--- config.mk ---
export PLATFORM = sky130hd
export DESIGN_NAME = spi_slave_frontend
export DESIGN_NICKNAME = d
export VERILOG_FILES = /design/src/rtl/spi_slave_frontend.sv
export SDC_FILE = /design/constraint.sdc
export NUM_CORES = 1
export LEC_CHECK = 0
export ABC_CLOCK_PERIOD_IN_PS = 1800
export CORE_ASPECT_RATIO = 0.8
export CORE_UTILIZATION = 50
export CTS_CLUSTER_DIAMETER = 80
export CTS_CLUSTER_SIZE = 8
export DETAILED_ROUTE_END_ITERATION = 6
export PLACE_DENSITY = 0.86
export SLEW_MARGIN = 20
export SYNTH_ARGS = -nofsm -noshare
export SYNTH_HDL_FRONTEND = slang
export SYNTH_SLANG_ARGS = --single-unit
--- constraint.sdc ---
create_clock -name clk -period 1.8 [get_ports clk]
set_clock_uncertainty 0.05 [all_clocks]
set_input_delay 0.27 -clock clk [delete_from_list [all_inputs] [get_ports clk]]
set_output_delay 0.27 -clock clk [all_outputs]
set_load 0.1 [all_outputs]
--- src/rtl/spi_slave_frontend.sv ---
// SPI mode-0 slave front end that turns 16-bit command frames into
// register-map read/write strobes. All SPI pins are synchronised into clk
// and edges are found on the synchronised copies only.
module spi_slave_frontend #(
    parameter int ADDR_WIDTH  = 7,
    parameter int DATA_WIDTH  = 8,
    parameter int SYNC_STAGES = 2
) (
    input  logic                  clk,
    input  logic                  rst_n,
    input  logic                  sck_i,
    input  logic                  sdi_i,
    input  logic                  cs_ni,
    output logic                  sdo_o,
    output logic [ADDR_WIDTH-1:0] reg_addr_o,
    output logic [DATA_WIDTH-1:0] reg_wdata_o,
    output logic                  reg_we_o,
    output logic                  reg_re_o,
    input  logic [DATA_WIDTH-1:0] reg_rdata_i,
    output logic                  frame_err_o
);

    localparam int FRAME_W  = 1 + ADDR_WIDTH + DATA_WIDTH;
    localparam int CMD_BITS = 1 + ADDR_WIDTH;
    localparam int CNT_W    = $clog2(FRAME_W + 1);

    typedef enum logic [2:0] {
        IDLE,
        CMD,
        FETCH,
        DATA,
        WAIT_CS
    } state_e;

    logic [SYNC_STAGES-1:0] sckSync_q;
    logic [SYNC_STAGES-1:0] sdiSync_q;
    logic [SYNC_STAGES-1:0] csSync_q;
    logic                   sckPrev_q;
    logic                   csPrev_q;

    state_e                 state_q,     state_d;
    logic [CNT_W-1:0]       bitCnt_q,    bitCnt_d;
    logic [FRAME_W-1:0]     rxShift_q,   rxShift_d;
    logic [DATA_WIDTH-1:0]  txShift_q,   txShift_d;
    logic                   sdo_q,       sdo_d;
    logic [ADDR_WIDTH-1:0]  regAddr_q,   regAddr_d;
    logic [DATA_WIDTH-1:0]  regWdata_q,  regWdata_d;
    logic                   regWe_q,     regWe_d;
    logic                   regRe_q,     regRe_d;
    logic                   frameErr_q,  frameErr_d;

    logic                   sckRise, sckFall, csRise, csFall, sdiS;
    logic [FRAME_W-1:0]     rxNext;

    // Synchronise the three SPI pins and keep one extra flop for edge detection
    always_ff @(posedge clk or negedge rst_n) begin
        if (!rst_n) begin
            sckSync_q <= '0;
            sdiSync_q <= '0;
            csSync_q  <= '1;
            sckPrev_q <= 1'b0;
            csPrev_q  <= 1'b1;
        end else begin
            sckSync_q[0] <= sck_i;
            sdiSync_q[0] <= sdi_i;
            csSync_q[0]  <= cs_ni;
            for (int i = 1; i < SYNC_STAGES; i++) begin
                sckSync_q[i] <= sckSync_q[i-1];
                sdiSync_q[i] <= sdiSync_q[i-1];
                csSync_q[i]  <= csSync_q[i-1];
            end
            sckPrev_q <= sckSync_q[SYNC_STAGES-1];
            csPrev_q  <= csSync_q[SYNC_STAGES-1];
        end
    end

    assign sckRise = sckSync_q[SYNC_STAGES-1] & ~sckPrev_q;
    assign sckFall = ~sckSync_q[SYNC_STAGES-1] & sckPrev_q;
    assign csFall  = ~csSync_q[SYNC_STAGES-1] & csPrev_q;
    assign csRise  = csSync_q[SYNC_STAGES-1] & ~csPrev_q;
    assign sdiS    = sdiSync_q[SYNC_STAGES-1];
    assign rxNext  = {rxShift_q[FRAME_W-2:0], sdiS};

    // Frame sequencing: next state, shifters, strobes and sdo for this cycle
    always_comb begin
        state_d    = state_q;
        bitCnt_d   = bitCnt_q;
        rxShift_d  = rxShift_q;
        txShift_d  = txShift_q;
        sdo_d      = sdo_q;
        regAddr_d  = regAddr_q;
        regWdata_d = regWdata_q;
        regWe_d    = 1'b0;
        regRe_d    = 1'b0;
        frameErr_d = 1'b0;

        unique case (state_q)
            IDLE: begin
                if (csFall) begin
                    state_d   = CMD;
                    bitCnt_d  = '0;
                    rxShift_d = '0;
                    txShift_d = '0;
                end
            end
            CMD: begin
                if (csRise) begin
                    state_d    = IDLE;
                    frameErr_d = 1'b1;
                end else if (sckRise) begin
                    rxShift_d = rxNext;
                    bitCnt_d  = bitCnt_q + CNT_W'(1);
                    if (bitCnt_q == CNT_W'(CMD_BITS - 1)) begin
                        if (rxNext[ADDR_WIDTH]) begin
                            state_d   = FETCH;
                            regRe_d   = 1'b1;
                            regAddr_d = rxNext[ADDR_WIDTH-1:0];
                        end else begin
                            state_d = DATA;
                        end
                    end
                end
            end
            FETCH: begin
                if (csRise) begin
                    state_d    = IDLE;
                    frameErr_d = 1'b1;
                end else if (!regRe_q) begin
                    txShift_d = reg_rdata_i;
                    state_d   = DATA;
                end
            end
            DATA: begin
                if (csRise) begin
                    state_d    = IDLE;
                    frameErr_d = 1'b1;
                end else begin
                    if (sckFall) begin
                        sdo_d     = txShift_q[DATA_WIDTH-1];
                        txShift_d = txShift_q << 1;
                    end
                    if (sckRise) begin
                        rxShift_d = rxNext;
                        bitCnt_d  = bitCnt_q + CNT_W'(1);
                        if (bitCnt_q == CNT_W'(FRAME_W - 1)) begin
                            state_d = WAIT_CS;
                            if (!rxNext[FRAME_W-1]) begin
                                regWe_d    = 1'b1;
                                regAddr_d  = rxNext[DATA_WIDTH+ADDR_WIDTH-1:DATA_WIDTH];
                                regWdata_d = rxNext[DATA_WIDTH-1:0];
                            end
                        end
                    end
                end
            end
            WAIT_CS: begin
                if (csRise) begin
                    state_d = IDLE;
                end
            end
            default: begin
                state_d = IDLE;
            end
        endcase

        if (state_d == IDLE || state_d == CMD || state_d == WAIT_CS) begin
            sdo_d = 1'b0;
        end
    end

    // State and datapath registers
    always_ff @(posedge clk or negedge rst_n) begin
        if (!rst_n) begin
            state_q    <= IDLE;
            bitCnt_q   <= '0;
            rxShift_q  <= '0;
            txShift_q  <= '0;
            sdo_q      <= 1'b0;
            regAddr_q  <= '0;
            regWdata_q <= '0;
            regWe_q    <= 1'b0;
            regRe_q    <= 1'b0;
            frameErr_q <= 1'b0;
        end else begin
            state_q    <= state_d;
            bitCnt_q   <= bitCnt_d;
            rxShift_q  <= rxShift_d;
            txShift_q  <= txShift_d;
            sdo_q      <= sdo_d;
            regAddr_q  <= regAddr_d;
            regWdata_q <= regWdata_d;
            regWe_q    <= regWe_d;
            regRe_q    <= regRe_d;
            frameErr_q <= frameErr_d;
        end
    end

    assign sdo_o       = sdo_q;
    assign reg_addr_o  = regAddr_q;
    assign reg_wdata_o = regWdata_q;
    assign reg_we_o    = regWe_q;
    assign reg_re_o    = regRe_q;
    assign frame_err_o = frameErr_q;

endmodule

Run 1, met2 routing:
Cells faint in the background.
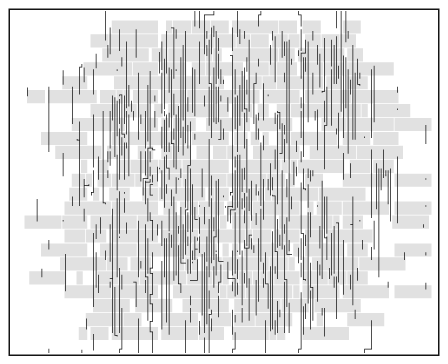
longest straight run: 35.4 µm
share of all routed wire: 47%
main direction: vertical
via count: 1877
met2 Use GR: 0.3197
total wire length: 5675 µm

Run 1, signal wires by layer:
Only two layers are drawn.
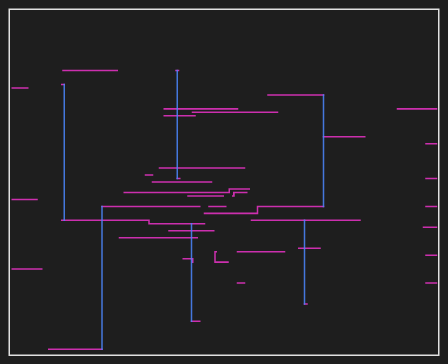
legend:
  met3:
    color: magenta
    wire_length: 320 µm
  met4:
    color: blue
    wire_length: 133 µm

Run 1, clock wiring as the flow saved it:
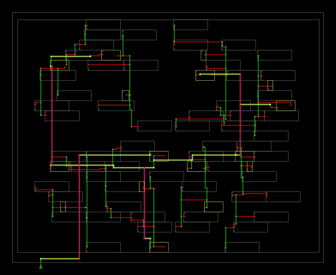
Clock Latency Late Sink: 0.34 ns
Inserted Clock Buffers: 9
clock sink count: 58
Clk. pwr: 1000 µW

==> run 1: logic make-up (layout without fill, tap and decap cells) <==
| logic type | count (synthesis) | in the layout | share of synthesized area |
|---|---|---|---|
| and+or+nand+nor | 64 | 65 | 0.1435 |
| AOI/OAI and AO/OA | 24 | 24 | 0.06820 |
| DFF | 58 | 58 | 0.5470 |
| buffers and inverters | 32 | 88 | 0.06021 |
| xor gates and xnor gates | 2 | 2 | 0.006586 |
| adders and majority gates | 2 | 2 | 0.009406 |
| muxes | 41 | 41 | 0.1651 |
==> run 1: routing by layer <==
layer	up-vias	GRT usage	share of wire
met2	62	0.3197	0.47
met4	0	0.1038	0.023
li1	866	-	-
met1	936	0.2669	0.45
met3	13	0.06479	0.056
met5	-	0	0
==> GITHUB_STEP_SUMMARY, run 1 <==
### Flow metrics

| Metric | Value |
|---|---|
| Status | finished, final reports clean |
| Pin count of the biggest net entering global routing | 59 |
| CORE AREA | 5065 µm² |
| H-tree depth | 3 |
| Setup ws final | 0.05857 ns |
| Unique cell types | 41 |
| Worst slew pin tran | 0.3464 ns |
| First-pass GRT wire length | 8645 µm |
| Max-slew violations | 0 |
| Hold_ws | 0.2975 ns |
| Layout cell share with drive strength beyond 1 | 0.3679 |
| Post-route setup TNS | 0 ns |
| Fraction of area in multi-input gates | 0.3195 |
| Grt ovf | 0 |
| Commonest cells in the netlist | dfrtp_1, nand2_1, mux2_2, inv_1, mux2i_1 |
| Max FFs per register | 15 |
| Starting density of the core | 0.5252 |
| Biggest Area Class | registers |
| Non-clock inverters | 21 |
| Tcrit/Tclk final | 0.9675 |
| ANT cells | 0 |
| Critical Path Start Type | flop |
| Final ANT Viol Nets | 0 |
| P_sw | approximately 740 µW |
| Yosys stat area | 2660 µm² |
| WP data arrival | between 1.5 and 2 ns |
| Required @ worst endpoint | between 1.5 and 2 ns |
| Critical path depth | 6 |
| R2r setup slk | ~0.06 ns |
| # fillers | 299 |
| Initial antenna violation count | 0 |
| Net Count, Synth | around 240 |
| Routed len/inst | roughly 17 µm |
| Combinational gates | 134 |
| Critical path class | reg -> reg |
| Die width | 83.55 µm |
| Crit. Startpoint | bitCnt_q[1] |
| Tmin final | 1.741 ns |
| CP Cell Sequence | ha_2 -> and3_1 -> ha_2 -> buf_4 -> nand4_4 -> mux2_2 |
| Top post-synthesis cells by area | dfrtp_1, mux2_2, mux2i_1 |
| Initial drt markers | 183 |
--- run 2 (diff from run 1) ---
Settings changed: ABC_CLOCK_PERIOD_IN_PS 1800 to 1600, GPL_ROUTABILITY_DRIVEN set to 0, REMOVE_ABC_BUFFERS set to 1.
Clock period 1.8 ns to 1.6 ns, I/O delays scaled along.
==> run 2 against run 1 <==
  * The run now ends with negative setup slack left
  * Cell count increased by 6.1%
  * Non-clock buffer count increased by 21
  * Synthesized cell count unchanged
  * Register-to-register slack got worse by 0.27 ns
  * Hold slack got worse by 0.037 ns
  * Global-route usage increased by 4.3 points
  * Via count increased by 11%
  * Sequential cell count unchanged
  * Total power increased by 23%
  * Fmax decreased by 3.9%
  * First-iteration DRC count increased by 3.8%
  * Utilization increased by 6.0 points
==> GITHUB_STEP_SUMMARY, run 2 <==
### Flow metrics

| Metric | Value |
|---|---|
| Status | finished with violations |
| Violated checks | negative setup slack |
| Die width | 83.55 µm (unchanged) |
| First-pass GRT wire length | 10270 µm (+19%) |
| Initial antenna violation count | 0 (unchanged) |
| Adder share | 0.009407 (unchanged) |
| Unique cell types | 41 (unchanged) |
| Commonest cells in the netlist | dfrtp_1, nand2_1, mux2_2, inv_1, mux2i_1 |
| WP data arrival | 1.98 ns (+0.07 ns) |
| Post-route setup TNS | -5.862 ns (-5.862 ns) |
| Routed len/inst | 20.23 µm (+22%) |
| Final ANT Viol Nets | 0 (unchanged) |
| Max FFs per register | 15 (unchanged) |
| Clock sink count | 58 (unchanged) |
| Initial drt markers | 190 (+3.8%) |
| Crit. Startpoint | csPrev_q |
| Grt ovf | 0 (unchanged) |
| Total wire length | 7345 µm (+29%) |
| Tcrit/Tclk final | 1.132 (+0.1649) |
| Pin count of the biggest net entering global routing | 59 (unchanged) |
| Top cell excl fill/tap | dfrtp_1 |
| Critical Path Start Type | flop |
| Layout cell share with drive strength beyond 1 | 0.4419 (+0.07400) |
| Setup ws final | -0.2118 ns (-0.2704 ns) |
| Starting density of the core | 0.5252 (unchanged) |
| Clock Latency Late Sink | 0.34 ns (about the same) |
| Met2 Use GR | 0.3996 (+0.07992) |
| Slowest stage cell, crit path | dfstp_2 |
| CP Cell Sequence | nand2b_4 -> nand4b_2 -> a211oi_4 -> buf_6 -> mux2_2 |
| Final setup fails | ~42 |
| M1 GR Usage | 0.3168 (+0.04987) |
| GR peak layer | met2 |
| Required @ worst endpoint | 1.77 ns (-0.20 ns) |
| Hold_ws | 0.2607 ns (-0.03682 ns) |
| Inserted Clock Buffers | 9 (unchanged) |
| Yosys stat area | 2660 µm² (unchanged) |
| Critical path class | reg -> reg |
| Top post-synthesis cells by area | dfrtp_1, mux2_2, mux2i_1 |
| H-tree depth | 3 (unchanged) |
| Max-slew violations | 0 (unchanged) |
| Comb area leader | multiplexers |
| Via count | 2079 (+11%) |
| CORE AREA | 5065 µm² (unchanged) |
| # fillers | 270 (-9.7%) |
| Critical path depth | 5 (-1) |
| Yosys xor share | 0.006585 (unchanged) |
| Slew HR | 0.7597 |
| Worst slew pin tran | 0.3605 ns (+0.01411 ns) |
| ANT cells | 0 (unchanged) |
==> run 2: cell types whose count changed in the layout (fill, tap and decap cells not counted), sizes merged <==
cell / before / now
buf: 38 / 58
clkinv: 1 / 2
==> run 2: routing by layer <==
layer	vias up	routed length, µm
li1	908	-
met2	104	3519
met3	20	490
met1	1047	3110
met4	0	224
met5	-	0
==> run 2: layout make-up <==
cell class	instances	share of cell area
Inverter	21	0.02005
Timing Repair Buffer	72	0.2250
Clock inverter	2	0.002546
Multi-Input combinational cell	134	0.3180
Sequential cell	58	0.3708
Clock buffer	14	0.04392
Tap cell	62	0.01973
==> run 2: power breakdown <==
group	total [µW]	internal (µW)	switching, µW
registers	1600	1530	68.7
logic	611	312	299
clock network	1260	685	580
total	3470	2530	947
Run 2, clock wiring as the flow saved it:
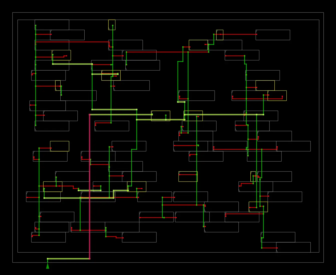
Seq cells: 58
Clk. pwr: 1260 µW

Run 2, signal wires by layer:
Only two layers are drawn.
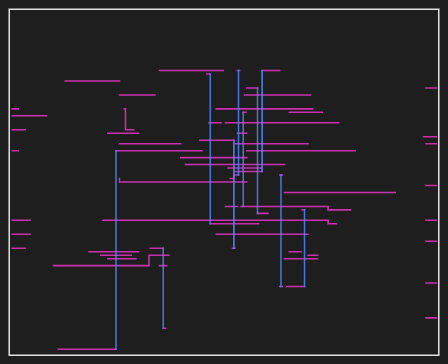
legend:
  met3:
    color: magenta
    wire_length: 491 µm
  met4:
    color: blue
    wire_length: 224 µm

Power is estimated from default activity; no workload was simulated.
